--- src/rtl/if_id_stage_if.sv ---
// Bundle between the fetch stage and the hazard/branch logic plus instruction memory.
// The slave side is the fetch stage itself.
interface if_id_stage_if;
    logic        Stall;
    logic        Flush;
    logic        Redirect;
    logic [31:0] RedirectAddr;
    logic [31:0] ImemAddr;
    logic [31:0] ImemData;
    logic [31:0] PC;
    logic [31:0] IFID_Instr;
    logic [31:0] IFID_PCPlus4;
    logic        IFID_Valid;
    logic [5:0]  Opcode;
    logic [4:0]  Rs;
    logic [4:0]  Rt;
    logic [4:0]  Rd;
    logic [4:0]  Shamt;
    logic [5:0]  Funct;
    logic [15:0] Imm16;
    logic [25:0] JumpIndex;
    logic [31:0] FetchCount;

    modport master (
        output Stall, Flush, Redirect, RedirectAddr, ImemData,
        input  ImemAddr, PC, IFID_Instr, IFID_PCPlus4, IFID_Valid, Opcode, Rs, Rt, Rd,
               Shamt, Funct, Imm16, JumpIndex, FetchCount
    );

    modport slave (
        input  Stall, Flush, Redirect, RedirectAddr, ImemData,
        output ImemAddr, PC, IFID_Instr, IFID_PCPlus4, IFID_Valid, Opcode, Rs, Rt, Rd,
               Shamt, Funct, Imm16, JumpIndex, FetchCount
    );
endinterface

--- src/rtl/if_id_stage.sv ---
// Instruction fetch stage: PC register, IF/ID pipeline register, field decode and a
// count of valid instructions accepted into IF/ID.
module if_id_stage #(
    parameter logic [31:0] RESET_PC = 32'h0000_0000
) (
    input logic         Clk,
    input logic         Reset,
    if_id_stage_if.slave bus
);

    logic [31:0] pc_q, pc_d;
    logic [31:0] instr_q, instr_d;
    logic [31:0] pcp4_q, pcp4_d;
    logic        valid_q, valid_d;
    logic [31:0] fetch_cnt_q, fetch_cnt_d;
    logic [31:0] pc_plus4;
    logic        unused_redirect_lsb;

    assign pc_plus4 = pc_q + 32'd4;
    // Targets are word aligned; the low address bits are dropped on purpose.
    assign unused_redirect_lsb = ^bus.RedirectAddr[1:0];

    always_comb begin
        pc_d        = pc_plus4;
        instr_d     = instr_q;
        pcp4_d      = pcp4_q;
        valid_d     = valid_q;
        fetch_cnt_d = fetch_cnt_q;

        if (bus.Redirect) begin
            pc_d = {bus.RedirectAddr[31:2], 2'b00};
        end else if (bus.Stall) begin
            pc_d = pc_q;
        end

        if (bus.Flush || bus.Redirect) begin
            instr_d = 32'd0;
            pcp4_d  = 32'd0;
            valid_d = 1'b0;
        end else if (!bus.Stall) begin
            instr_d     = bus.ImemData;
            pcp4_d      = pc_plus4;
            valid_d     = 1'b1;
            fetch_cnt_d = fetch_cnt_q + 32'd1;
        end
    end

    always_ff @(posedge Clk or negedge Reset) begin
        if (!Reset) begin
            pc_q        <= {RESET_PC[31:2], 2'b00};
            instr_q     <= 32'd0;
            pcp4_q      <= 32'd0;
            valid_q     <= 1'b0;
            fetch_cnt_q <= 32'd0;
        end else begin
            pc_q        <= pc_d;
            instr_q     <= instr_d;
            pcp4_q      <= pcp4_d;
            valid_q     <= valid_d;
            fetch_cnt_q <= fetch_cnt_d;
        end
    end

    assign bus.ImemAddr     = pc_q;
    assign bus.PC           = pc_q;
    assign bus.IFID_Instr   = instr_q;
    assign bus.IFID_PCPlus4 = pcp4_q;
    assign bus.IFID_Valid   = valid_q;
    assign bus.FetchCount   = fetch_cnt_q;

    // A bubble holds an all-zero word, so every field reads as sll $0,$0,0.
    assign bus.Opcode    = instr_q[31:26];
    assign bus.Rs        = instr_q[25:21];
    assign bus.Rt        = instr_q[20:16];
    assign bus.Rd        = instr_q[15:11];
    assign bus.Shamt     = instr_q[10:6];
    assign bus.Funct     = instr_q[5:0];
    assign bus.Imm16     = instr_q[15:0];
    assign bus.JumpIndex = instr_q[25:0];

endmodule

--- src/flat_wrapper.sv ---
// flat-port wrapper written by rule: the top's interface ports become plain ports
module if_id_stage_flat 
#(
    parameter logic [31:0] RESET_PC = 32'h0000_0000
)
  (Clk, Reset, bus_Stall, bus_Flush, bus_Redirect, bus_RedirectAddr, bus_ImemData, bus_ImemAddr, bus_PC, bus_IFID_Instr, bus_IFID_PCPlus4, bus_IFID_Valid, bus_Opcode, bus_Rs, bus_Rt, bus_Rd, bus_Shamt, bus_Funct, bus_Imm16, bus_JumpIndex, bus_FetchCount);
  if_id_stage_if bus_i ();
  input logic Clk;
  input logic Reset;
  input wire logic [$bits(bus_i.Stall)-1:0] bus_Stall;
  input wire logic [$bits(bus_i.Flush)-1:0] bus_Flush;
  input wire logic [$bits(bus_i.Redirect)-1:0] bus_Redirect;
  input wire logic [$bits(bus_i.RedirectAddr)-1:0] bus_RedirectAddr;
  input wire logic [$bits(bus_i.ImemData)-1:0] bus_ImemData;
  output wire logic [$bits(bus_i.ImemAddr)-1:0] bus_ImemAddr;
  output wire logic [$bits(bus_i.PC)-1:0] bus_PC;
  output wire logic [$bits(bus_i.IFID_Instr)-1:0] bus_IFID_Instr;
  output wire logic [$bits(bus_i.IFID_PCPlus4)-1:0] bus_IFID_PCPlus4;
  output wire logic [$bits(bus_i.IFID_Valid)-1:0] bus_IFID_Valid;
  output wire logic [$bits(bus_i.Opcode)-1:0] bus_Opcode;
  output wire logic [$bits(bus_i.Rs)-1:0] bus_Rs;
  output wire logic [$bits(bus_i.Rt)-1:0] bus_Rt;
  output wire logic [$bits(bus_i.Rd)-1:0] bus_Rd;
  output wire logic [$bits(bus_i.Shamt)-1:0] bus_Shamt;
  output wire logic [$bits(bus_i.Funct)-1:0] bus_Funct;
  output wire logic [$bits(bus_i.Imm16)-1:0] bus_Imm16;
  output wire logic [$bits(bus_i.JumpIndex)-1:0] bus_JumpIndex;
  output wire logic [$bits(bus_i.FetchCount)-1:0] bus_FetchCount;
  assign bus_i.Stall = bus_Stall;
  assign bus_i.Flush = bus_Flush;
  assign bus_i.Redirect = bus_Redirect;
  assign bus_i.RedirectAddr = bus_RedirectAddr;
  assign bus_i.ImemData = bus_ImemData;
  assign bus_ImemAddr = bus_i.ImemAddr;
  assign bus_PC = bus_i.PC;
  assign bus_IFID_Instr = bus_i.IFID_Instr;
  assign bus_IFID_PCPlus4 = bus_i.IFID_PCPlus4;
  assign bus_IFID_Valid = bus_i.IFID_Valid;
  assign bus_Opcode = bus_i.Opcode;
  assign bus_Rs = bus_i.Rs;
  assign bus_Rt = bus_i.Rt;
  assign bus_Rd = bus_i.Rd;
  assign bus_Shamt = bus_i.Shamt;
  assign bus_Funct = bus_i.Funct;
  assign bus_Imm16 = bus_i.Imm16;
  assign bus_JumpIndex = bus_i.JumpIndex;
  assign bus_FetchCount = bus_i.FetchCount;
  if_id_stage #(.RESET_PC(RESET_PC)) u_core (.Clk(Clk), .Reset(Reset), .bus(bus_i));
endmodule
--- config.mk ---
export PLATFORM = sky130hd
export DESIGN_NAME = if_id_stage_flat
export DESIGN_NICKNAME = d
export VERILOG_FILES = /design/src/rtl/if_id_stage_if.sv /design/src/rtl/if_id_stage.sv /design/src/flat_wrapper.sv
export SDC_FILE = /design/constraint.sdc
export NUM_CORES = 1
export LEC_CHECK = 0
export ABC_CLOCK_PERIOD_IN_PS = 4100
export CAP_MARGIN = 20
export CORE_MARGIN = 4
export CORE_UTILIZATION = 46
export DETAILED_ROUTE_END_ITERATION = 6
export PLACE_DENSITY_LB_ADDON = 0.3
export SYNTH_ARGS = -nofsm -noshare
export SYNTH_HDL_FRONTEND = slang
export SYNTH_SLANG_ARGS = --single-unit
--- constraint.sdc ---
create_clock -name Clk -period 4.1 [get_ports Clk]
set_clock_uncertainty 0.15 [all_clocks]
set_input_delay 1.025 -clock Clk [delete_from_list [all_inputs] [get_ports Clk]]
set_output_delay 1.025 -clock Clk [all_outputs]
set_load 0.1 [all_outputs]
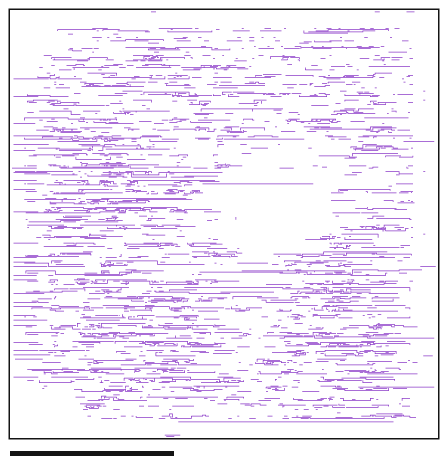
*Metal 1, run 1*
Scale bar: 50 um.
The layer holds 39% of the routed length. The longest straight run is 65.3 um. The wires run mostly horizontal. 792 nets have wire on it.

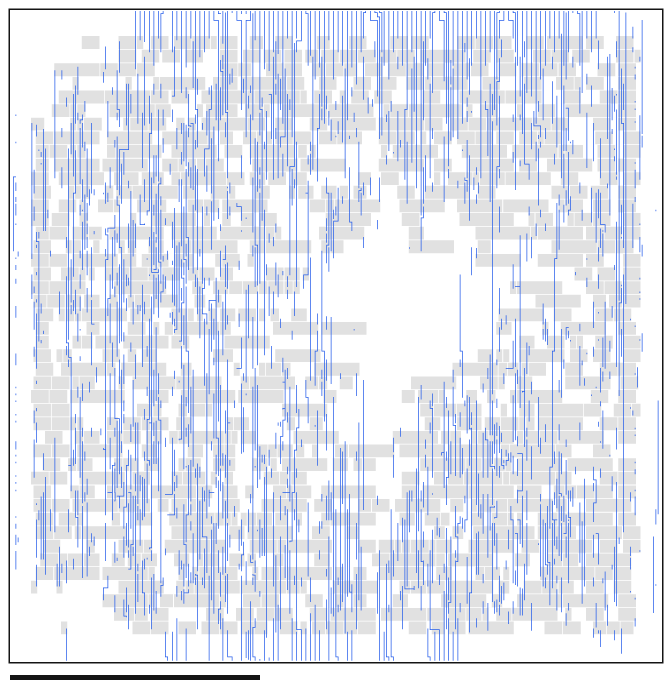
*Met2 routing, run 1*
Scale bar: 50 um.
815 nets have wire on it. The layer holds 49% of the routed length. The wires run mostly vertical. The longest straight run is 58.1 um.

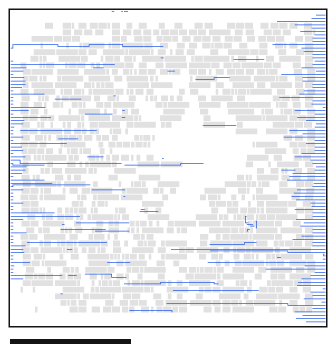
*Metal 3, run 1*
Scale bar: 50 um.
The layer holds 10% of the routed length. The longest straight run is 63.4 um. The layer carries 1910 um of wire. 191 nets have wire on it.

==> results.rst, run 1 <==
Metrics
=======

.. list-table::
   :header-rows: 1

   * - Metric
     - Value
   * - Vias in the first global route
     - roughly 5.4k
   * - Netlist cell types
     - 45
   * - Placed cells
     - 1050
   * - Post-layout worst setup margin
     - 0.7710 ns
   * - Signed area change from the synthesized netlist to the final layout
     - 40.00%
   * - Leading area contributor after synthesis
     - sky130_fd_sc_hd__dfrtp_1
   * - Multi-input combinational cell area
     - 0.002750 mm^2
   * - DIE WIDTH
     - 130.3 um
   * - Multi-input gate share of the layout cell area
     - between 20 and 30%
   * - Number of buffer and inverter stages on the critical path
     - 1
   * - Power dissipated in the clock network
     - 1500 uW
   * - Flop-to-flop setup slack
     - 1.53 ns
   * - # rows
     - 44
   * - Portion of total power attributed to the clock network
     - 33.9%
   * - Most common cell after layout, fill and taps aside
     - sky130_fd_sc_hd__clkdlybuf4s50_1
   * - Number of input and output port buffers inserted
     - 295
   * - Number of standard cells in the layout, taps in and fillers out
     - 1082
   * - Largest net degree at the start of global routing
     - 91
   * - Startpoint of the tightest hold check path
     - u_core.bus.FetchCount[31]$_DFFE_PN0P_
   * - Area of the mapped netlist
     - just under 0.007 mm^2
   * - Layout clock buffer count
     - 20
   * - Avg WL per Cell
     - 17.13 um
   * - Number of detailed-routing iterations run before antenna repair
     - 4
   * - Proportion of register bits with asynchronous set or reset after synthesis
     - 100.0%
   * - Slowest CP cell
     - sky130_fd_sc_hd__clkdlybuf4s50_1
   * - Count of warning messages emitted by the tools
     - 28
   * - Clock tree from TritonCTS
     - built
   * - Largest cell class
     - registers
   * - Post-route worst hold slack
     - 0.3247 ns
   * - Worst setup path class
     - register to primary output
   * - CTS clock-pin slew for the worst setup and hold paths
     - around 0.050 ns
   * - Worst setup timing slack at the placement stage
     - 0.8657 ns
   * - Run status
     - finished, final reports clean
   * - Antenna Violating Nets Remaining
     - 0
   * - Tapcell count
     - between 150 and 200
   * - Setup crit end kind
     - primary output
   * - Drc violations
     - 0
   * - Kind of path behind the tightest hold check
     - register to register
   * - Violation tally from detailed-route iteration zero
     - 282
   * - N_diodes
     - 0
   * - Drt via density
     - 5.049
   * - Signal buf overhead
     - between 30% and 40%
   * - Final Setup Violations
     - 0
   * - Area of placed instances
     - 0.009034 mm^2
   * - Nonclk buf count
     - 300
==> run 1: Yosys cell counts (2+ instances only) <==
master / number
sky130_fd_sc_hd__nor3_2: 4
sky130_fd_sc_hd__nand2_1: 62
sky130_fd_sc_hd__ha_1: 2
sky130_fd_sc_hd__and3_1: 3
sky130_fd_sc_hd__and2_1: 2
sky130_fd_sc_hd__mux2i_1: 35
sky130_fd_sc_hd__a211oi_1: 5
sky130_fd_sc_hd__o21ai_0: 31
sky130_fd_sc_hd__o21bai_1: 15
sky130_fd_sc_hd__dfrtp_1: 125
sky130_fd_sc_hd__buf_6: 3
sky130_fd_sc_hd__nand4_1: 22
sky130_fd_sc_hd__or3_1: 3
sky130_fd_sc_hd__buf_2: 6
sky130_fd_sc_hd__nor2b_1: 2
sky130_fd_sc_hd__inv_1: 3
sky130_fd_sc_hd__xnor2_1: 60
sky130_fd_sc_hd__nor2_1: 73
sky130_fd_sc_hd__buf_4: 111
sky130_fd_sc_hd__xor2_1: 27
sky130_fd_sc_hd__and4_1: 7
sky130_fd_sc_hd__nor4_1: 6
sky130_fd_sc_hd__nand3_1: 19
sky130_fd_sc_hd__clkbuf_1: 21
sky130_fd_sc_hd__nor3_1: 15
sky130_fd_sc_hd__or2_2: 2
sky130_fd_sc_hd__a21oi_1: 23
==> run 1: cells by family (layout without fill, tap and decap cells) <==
group | after synthesis | after routing | synth area share (%)
flops | 125 | 125 | 45.50
xor+xnor | 87 | 87 | 11.08
other cells | 1 | 6 | 0.05454
mux | 36 | 36 | 5.259
simple gates | 231 | 231 | 16.72
buf+inv | 148 | 336 | 14.78
fa+ha+maj | 2 | 2 | 0.3639
compound gates | 75 | 75 | 6.242
==> run 1: per-layer routing <==
metal	track usage, %	part of all wire, %
met5	0	0
met4	6.357	1.5
met3	7.777	10
met2	35.15	49
met1	27.12	39
### Routing congestion map, run 1

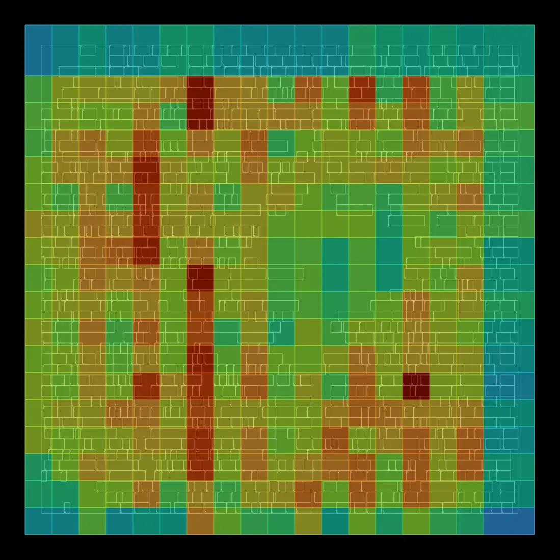

--- run 2 (diff from run 1) ---
--- a/config.mk
+++ b/config.mk
@@ -5,10 +5,10 @@
 export SDC_FILE = /design/constraint.sdc
 export NUM_CORES = 1
 export LEC_CHECK = 0
-export ABC_CLOCK_PERIOD_IN_PS = 4100
+export ABC_CLOCK_PERIOD_IN_PS = 3200
 export CAP_MARGIN = 20
 export CORE_MARGIN = 4
-export CORE_UTILIZATION = 46
+export CORE_UTILIZATION = 43
 export DETAILED_ROUTE_END_ITERATION = 6
 export PLACE_DENSITY_LB_ADDON = 0.3
 export SYNTH_ARGS = -nofsm -noshare
==> constraint.sdc (replaced) <==
create_clock -name Clk -period 3.2 [get_ports Clk]
set_clock_uncertainty 0.15 [all_clocks]
set_input_delay 0.8 -clock Clk [delete_from_list [all_inputs] [get_ports Clk]]
set_output_delay 0.8 -clock Clk [all_outputs]
set_load 0.1 [all_outputs]
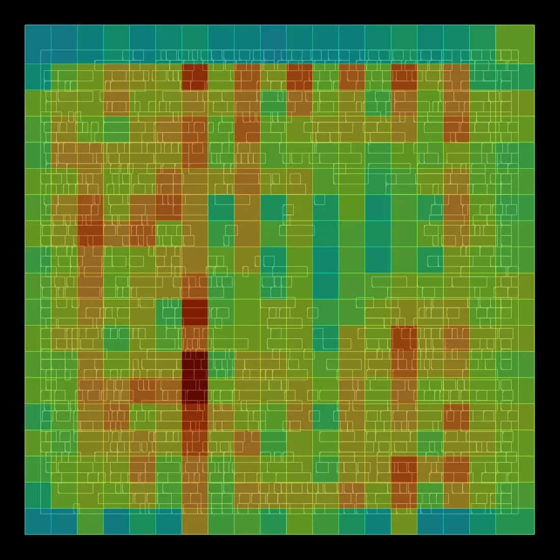
*Routing congestion map, run 2*
core occupancy in the finished layout: 60.21%
met2 track utilization from global routing: 34.58%
routing usage on met1: 24.91%
GRT Max-Usage Layer: met2
Avg WL per Cell: 16.93 um

==> run 2 against run 1 <==
Global-route usage fell by 1.2 points; hold slack got worse by 0.070 ns; register-to-register slack worse by 0.79 ns; power is 32% higher; sequential share of layout area rose by 1.2 points.
==> results.rst, run 2 <==
Metrics
=======

.. list-table::
   :header-rows: 1

   * - Metric
     - Value
   * - Critical path origin
     - bus_Flush
   * - Count of warning messages emitted by the tools
     - 28 (unchanged)
   * - Half-perimeter wire length of the detailed placement result
     - 13930 um
   * - Placed cells
     - 1086 (+3.4%)
   * - N_diodes
     - 0 (unchanged)
   * - Syn_area_per_cell
     - 9.752 um^2
   * - Overall power
     - 5845 uW
   * - Top cells by area in the synthesized netlist
     - sky130_fd_sc_hd__dfrtp_1 45%, sky130_fd_sc_hd__buf_4 12%, sky130_fd_sc_hd__xnor2_1 7.6%
   * - Setup crit end kind
     - register
   * - Run status
     - finished, final reports clean
   * - List of most frequent post-synthesis cells
     - 125 x sky130_fd_sc_hd__dfrtp_1, 111 x sky130_fd_sc_hd__buf_4, 73 x sky130_fd_sc_hd__nor2_1, 62 x sky130_fd_sc_hd__nand2_1, 60 x sky130_fd_sc_hd__xnor2_1
   * - Worst setup path class
     - primary input to register
   * - Area of the mapped netlist
     - 0.006875 mm^2 (unchanged)
   * - Worst reg2reg path startpoint
     - u_core.bus.ImemAddr[3]$_DFFE_PN0N_
   * - # rows
     - 45 (+2.3%)
   * - Number of input and output port buffers inserted
     - 295 (unchanged)
   * - Portion of synthesized cell area occupied by the leading cell type
     - 45.50%
   * - Final Setup Violations
     - 0 (unchanged)
   * - Largest net degree at the start of global routing
     - 66 (-27%)
   * - Setup repair after global routing missed its margin
     - no
   * - Number of detailed-routing iterations run before antenna repair
     - 4 (unchanged)
   * - Proportion of register bits with asynchronous set or reset after synthesis
     - 100.0% (unchanged)
   * - Drc violations
     - 0 (unchanged)
   * - Netlist cell types
     - 45 (unchanged)
   * - Kind of path behind the tightest hold check
     - primary input to async pin
   * - Post-route worst hold slack
     - 0.2546 ns (-0.07011 ns)
   * - Number of clock buffers inserted by TritonCTS
     - 17
   * - Number of gates resized after cts
     - 0
   * - Number of buffer and inverter stages on the critical path
     - 1 (unchanged)
   * - Standard cell core area
     - roughly 0.015 mm^2
   * - Violation tally from detailed-route iteration zero
     - 186 (-34%)
   * - Flip-flop and latch area
     - approximately 0.0031 mm^2
   * - Latency at later pin
     - 0.42 ns
   * - Total number of vias
     - 5491
   * - Signed area change from the synthesized netlist to the final layout
     - 35.10%
   * - Slowest CP cell
     - sky130_fd_sc_hd__or4b_4
   * - Sequential-to-total area share from yosys stat
     - 45.50%
   * - Antenna violations before repair
     - 0
   * - Total of fill cells in the finished design
     - 1370
   * - P_leak
     - 0.004461 uW
   * - Multi-input combinational cell area
     - 0.002750 mm^2 (unchanged)
   * - Area enclosed by the die boundary
     - 0.01808 mm^2
   * - Share of final-layout standard cells stronger than drive strength 1
     - 32.30%
   * - Number of standard cells in the layout, taps in and fillers out
     - 1118 (+3.3%)
   * - CTS clock-pin slew for the worst setup and hold paths
     - 0.06 ns (about the same)
   * - Hold bufs inserted after CTS
     - 0
   * - Final sum of negative setup slack
     - 0 ns
   * - Worst setup timing slack at the placement stage
     - 0.2759 ns (-0.5899 ns)
   * - Count of nets after finishing
     - 965
   * - Number of enable flip-flop cells
     - 0
   * - Vias in the first global route
     - 5335 (-1.3%)
   * - I/O Pins
     - ~300
   * - Number of buffers inserted by post-CTS setup repair
     - 0
   * - Flop-to-flop setup slack
     - 0.74 ns (-0.79 ns)
   * - Post-layout worst setup margin
     - 0.6857 ns (-0.08530 ns)
   * - Worst reg2reg path endpoint
     - u_core.bus.IFID_PCPlus4[26]$_DFFE_PN0P_
   * - Most common cell after layout, fill and taps aside
     - sky130_fd_sc_hd__buf_4
   * - Overall overflow remaining after global route
     - 0
   * - Top cell type by instance count after synthesis
     - sky130_fd_sc_hd__dfrtp_1
   * - # Max-Cap Violations
     - 0
   * - Minimum clock period after layout
     - between 2 and 3 ns
   * - Number of endpoints with negative hold slack in the final report
     - 0
   * - DIE WIDTH
     - 134.5 um (+3.2%)
   * - Antenna Violating Nets Remaining
     - 0 (unchanged)
   * - Slew Limit Fails
     - 0
   * - Drt via density
     - 4.911 (-2.7%)
   * - Leading area contributor after synthesis
     - sky130_fd_sc_hd__dfrtp_1
   * - Clock tree from TritonCTS
     - built
   * - Most used cells in the layout excluding fill and tap cells
     - 244 x sky130_fd_sc_hd__buf_4, 125 x sky130_fd_sc_hd__dfrtp_1, 73 x sky130_fd_sc_hd__nor2_1
   * - Actual transition at the worst max-transition pin
     - 0.7250 ns
run 2: cells by family after synthesis:
kind of cell	after synthesis	synth area share (%)
simple gates	231	16.72
buf+inv	148	14.78
flops	125	45.50
xor+xnor	87	11.08
compound gates	75	6.242
mux	36	5.259
fa+ha+maj	2	0.3639
other cells	1	0.05454
run 2: worst register-to-register path: cells and delay by family (launching register included):
family | cells | cell delay [ns]
and+or+nand+nor | 3 | 1.18
DFF | 1 | 0.45
AOI/OAI and AO/OA | 1 | 0.26
adders and majority gates | 1 | 0.33
run 2: cell type report:
type / instances / share of cell area (%)
Tap cell: 211 / 2.842
Sequential cell: 125 / 33.67
Multi-Input combinational cell: 437 / 29.61
Inverter: 4 / 0.1616
Timing Repair Buffer: 309 / 26.78
Clock inverter: 14 / 2.317
Clock buffer: 18 / 4.620
run 2: stage by stage:
stage	util (%)	cell area, um^2
global route	60.21	9289
finish	60.21	9289
CTS	60.21	9289
floorplan	-	6894
global placement	56.03	8645
detailed placement	56.03	8645
run 2: per-layer routing:
metal | wire, um | GRT usage [%]
met3 | 1711 | 7.489
met1 | 7621 | 24.91
met2 | 9438 | 34.58
met4 | 155 | 4.921
met5 | 0 | 0
run 2: where the power goes:
group / switching [uW] / leakage (uW) / internal, uW
combinational: 1490 / 0.00249 / 402
clock: 732 / 0.000311 / 1390
sequential: 163 / 0.00166 / 1670
### Metal 1, run 2

Scale bar: 50 um.
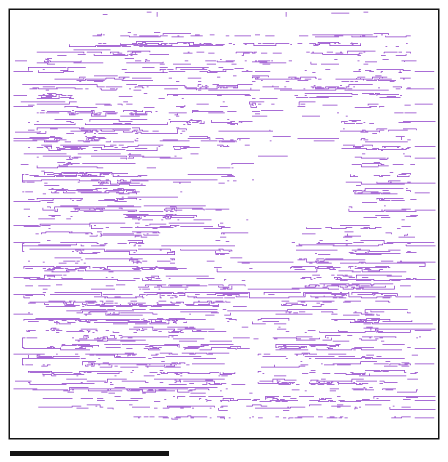

--- run 3 (diff from run 2) ---
--- a/config.mk
+++ b/config.mk
@@ -5,10 +5,10 @@
 export SDC_FILE = /design/constraint.sdc
 export NUM_CORES = 1
 export LEC_CHECK = 0
-export ABC_CLOCK_PERIOD_IN_PS = 3200
+export ABC_CLOCK_PERIOD_IN_PS = 2100
 export CAP_MARGIN = 20
 export CORE_MARGIN = 4
-export CORE_UTILIZATION = 43
+export CORE_UTILIZATION = 39
 export DETAILED_ROUTE_END_ITERATION = 6
 export PLACE_DENSITY_LB_ADDON = 0.3
 export SYNTH_ARGS = -nofsm -noshare
==> constraint.sdc (replaced) <==
create_clock -name Clk -period 2.1 [get_ports Clk]
set_clock_uncertainty 0.15 [all_clocks]
set_input_delay 0.525 -clock Clk [delete_from_list [all_inputs] [get_ports Clk]]
set_output_delay 0.525 -clock Clk [all_outputs]
set_load 0.1 [all_outputs]
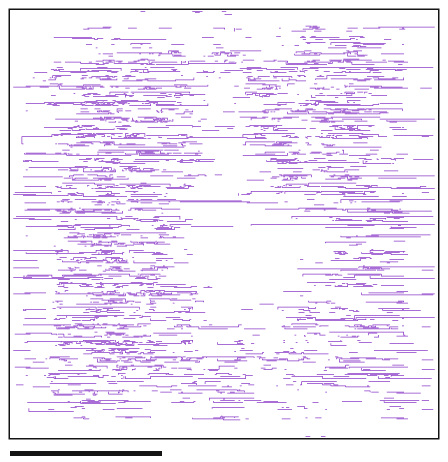
*Metal 1, run 3*
Scale bar: 50 um.
The layer carries 8250 um of wire. The longest straight run is 60.3 um. The wires run mostly horizontal.

==> run 3 against run 2 <==
Final cell count up 5.6%; setup slack lost 0.66 ns; synthesized cell count stayed put; non-clock buffer count up 49; largest cell class is now buffers; combinational power up 100%; clock power up about 40%.
==> results.rst, run 3 <==
Metrics
=======

.. list-table::
   :header-rows: 1

   * - Metric
     - Value
   * - Switching Share
     - 40.43% (-0.35 points)
   * - Top cell type by instance count after synthesis
     - sky130_fd_sc_hd__dfrtp_1
   * - Antenna violations before repair
     - 0 (unchanged)
   * - Post-layout worst setup margin
     - 0.02442 ns (-0.6613 ns)
   * - Drc violations
     - 0 (unchanged)
   * - Sequential cell power
     - 2840 uW (+54%)
   * - Relative contribution of combinational cells to total power
     - 39.7% (+7.4 points)
   * - Hold bufs inserted after CTS
     - 1 (+1)
   * - Worst reg2reg path startpoint
     - u_core.bus.ImemAddr[7]$_DFFE_PN0N_
   * - Setup repair after global routing missed its margin
     - yes
   * - N_diodes
     - 0 (unchanged)
   * - Antenna Violating Nets Remaining
     - 0 (unchanged)
   * - Latency at later pin
     - 0.41 ns (about the same)
   * - Number of input and output port buffers inserted
     - 295 (unchanged)
   * - Sw Pwr
     - 3894 uW (+63%)
   * - Flop-to-flop setup slack
     - 0.02 ns (-0.72 ns)
   * - Top cells by area in the synthesized netlist
     - sky130_fd_sc_hd__dfrtp_1 45%, sky130_fd_sc_hd__buf_4 12%, sky130_fd_sc_hd__xnor2_1 7.6%
   * - Number of endpoints with negative hold slack in the final report
     - 0 (unchanged)
   * - Vias in the first global route
     - 6152 (+15%)
   * - Count of nets after finishing
     - 1014 (+5.1%)
   * - Worst reg2reg path endpoint
     - u_core.bus.IFID_PCPlus4[30]$_DFFE_PN0P_
   * - Clock tree from TritonCTS
     - built
   * - Final sum of negative setup slack
     - 0 ns (unchanged)
   * - Half-perimeter wire length of the detailed placement result
     - 16930 um (+22%)
   * - Met3 Use GR
     - 5.427% (-2.1 points)
   * - # Max-Cap Violations
     - 0 (unchanged)
   * - P_leak
     - 0.005495 uW (+23%)
   * - Most used cells in the layout excluding fill and tap cells
     - 233 x sky130_fd_sc_hd__buf_12, 79 x sky130_fd_sc_hd__dfrtp_1, 71 x sky130_fd_sc_hd__nor2_1
   * - Number of sinks handled by clock tree synthesis
     - 125
   * - Sequential share of power
     - 29.5% (-1.9 points)
   * - Crit path max fanout
     - 6
   * - Actual transition at the worst max-transition pin
     - 0.5509 ns (-0.1741 ns)
   * - Internal power
     - 5737 uW (+66%)
   * - Worst setup path class
     - register to register
   * - List of most frequent post-synthesis cells
     - 125 x sky130_fd_sc_hd__dfrtp_1, 111 x sky130_fd_sc_hd__buf_4, 73 x sky130_fd_sc_hd__nor2_1, 62 x sky130_fd_sc_hd__nand2_1, 60 x sky130_fd_sc_hd__xnor2_1
   * - Overall power
     - 9631 uW (+65%)
   * - Overall overflow remaining after global route
     - 0 (unchanged)
   * - Met2 track utilization from global routing
     - 41.18% (+6.6 points)
   * - DIE WIDTH
     - 140.8 um (+4.7%)
   * - Number of buffer and inverter stages on the critical path
     - 1 (unchanged)
   * - Leading area contributor after synthesis
     - sky130_fd_sc_hd__dfrtp_1
   * - Worst setup timing slack at the placement stage
     - -0.3933 ns (-0.6692 ns)
   * - Final Setup Violations
     - 0 (unchanged)
   * - Total number of vias
     - 5902 (+7.5%)
   * - Minimum clock period after layout
     - 2.076 ns
   * - Count of warning messages emitted by the tools
     - 30 (+7.1%)
   * - Number of enable flip-flop cells
     - 0 (unchanged)
   * - Slew Limit Fails
     - 0 (unchanged)
   * - Placed cells
     - 1141 (+5.1%)
   * - Violation tally from detailed-route iteration zero
     - 308 (+66%)
   * - Kind of path behind the tightest hold check
     - register to register
   * - Sequential-to-total area share from yosys stat
     - 45.50% (unchanged)
   * - Number of gates resized after cts
     - 5 (+5)
   * - Number of buffers inserted by post-CTS setup repair
     - 6 (+6)
   * - Top power group
     - combinational cells
   * - Portion of synthesized cell area occupied by the leading cell type
     - 45.50% (unchanged)
   * - Signed area change from the synthesized netlist to the final layout
     - 86.42%
   * - Combinational power
     - 3820 uW (+100%)
   * - Fp util
     - around 40%
   * - Routing usage on met1
     - 24.63% (-0.28 points)
   * - Most common cell after layout, fill and taps aside
     - sky130_fd_sc_hd__buf_12
   * - Critical path origin
     - u_core.bus.ImemAddr[7]$_DFFE_PN0N_
   * - Avg WL per Cell
     - 18.89 um (+12%)
   * - Run status
     - finished, final reports clean
   * - Number of clock buffers inserted by TritonCTS
     - 17 (unchanged)
   * - # rows
     - 48 (+6.7%)
   * - Standard cell core area
     - 0.01730 mm^2 (+12%)
   * - Area enclosed by the die boundary
     - 0.01982 mm^2 (+9.6%)
   * - Netlist cell types
     - 45 (unchanged)
   * - Core occupancy in the finished layout
     - 74.10% (+14 points)
   * - Height of the chip
     - between 100 and 150 um
   * - Proportion of register bits with asynchronous set or reset after synthesis
     - 100.0% (unchanged)
   * - Portion of total power attributed to the clock network
     - 30.8% (-5.4 points)
   * - Syn_area_per_cell
     - 9.752 um^2 (unchanged)
   * - Share of final-layout standard cells stronger than drive strength 1
     - 42.47% (+10 points)
   * - Largest net degree at the start of global routing
     - 73 (+11%)
   * - Power dissipated in the clock network
     - 2970 uW (+40%)
   * - Max VDD drop
     - between 0.6 and 0.7 mV
   * - Area of the mapped netlist
     - 0.006875 mm^2 (unchanged)
   * - Setup crit end kind
     - register
   * - I/O Pins
     - 304 (unchanged)
   * - Slowest CP cell
     - sky130_fd_sc_hd__or4_4
   * - Drt via density
     - 4.997 (+1.8%)
   * - Worst EP arrival
     - 2.25 ns
run 3: layout make-up:
class	count	area, um^2
clock buffer	18	439.2
clock inverter	14	160.2
fill	1076	4479
inverter	4	15.01
multi-input combinational	437	2925
sequential	125	3226
tap	225	281.5
timing repair buffer	358	5771
run 3: how the worst min path moves through the flow:
stage,start,endpoint,slack [ns],depth (start not counted)
floorplan,Reset,u_core.bus.FetchCount[10]$_DFFE_PN0P_,0.08,0
global placement,u_core.bus.FetchCount[15]$_DFFE_PN0P_,u_core.bus.FetchCount[15]$_DFFE_PN0P_,0.36,1
detailed placement,u_core.bus.FetchCount[9]$_DFFE_PN0P_,u_core.bus.FetchCount[9]$_DFFE_PN0P_,0.37,1
CTS,u_core.bus.FetchCount[9]$_DFFE_PN0P_,u_core.bus.FetchCount[9]$_DFFE_PN0P_,0.38,1
global route,u_core.bus.FetchCount[9]$_DFFE_PN0P_,u_core.bus.FetchCount[9]$_DFFE_PN0P_,0.39,1
finish,u_core.bus.FetchCount[9]$_DFFE_PN0P_,u_core.bus.FetchCount[9]$_DFFE_PN0P_,0.38,1
run 3: layer usage:
metal	vias up	part of all wire (%)
li1	2728	-
met1	2868	37
met2	268	54
met3	38	6.6
met4	0	2.4
met5	-	0
run 3: metrics by stage:
stage | hold slack, ns | cell area [um^2]
after detailed placement | 0.3695 | 12110
after CTS | 0.3820 | 12790
after global placement | 0.3625 | 12110
final | 0.3775 | 12820
after floorplan | 0.07941 | 7154
after global routing | 0.3939 | 12820
run 3: logic make-up after synthesis:
group           count (synthesis)  share of synthesized area (%)
other cells                     1                        0.05454
compound gates                 75                          6.242
mux                            36                          5.259
buf+inv                       148                          14.78
xor+xnor                       87                          11.08
simple gates                  231                          16.72
fa+ha+maj                       2                         0.3639
flops                         125                          45.50
No activity file was given, so power comes from the tool's default toggle rates.
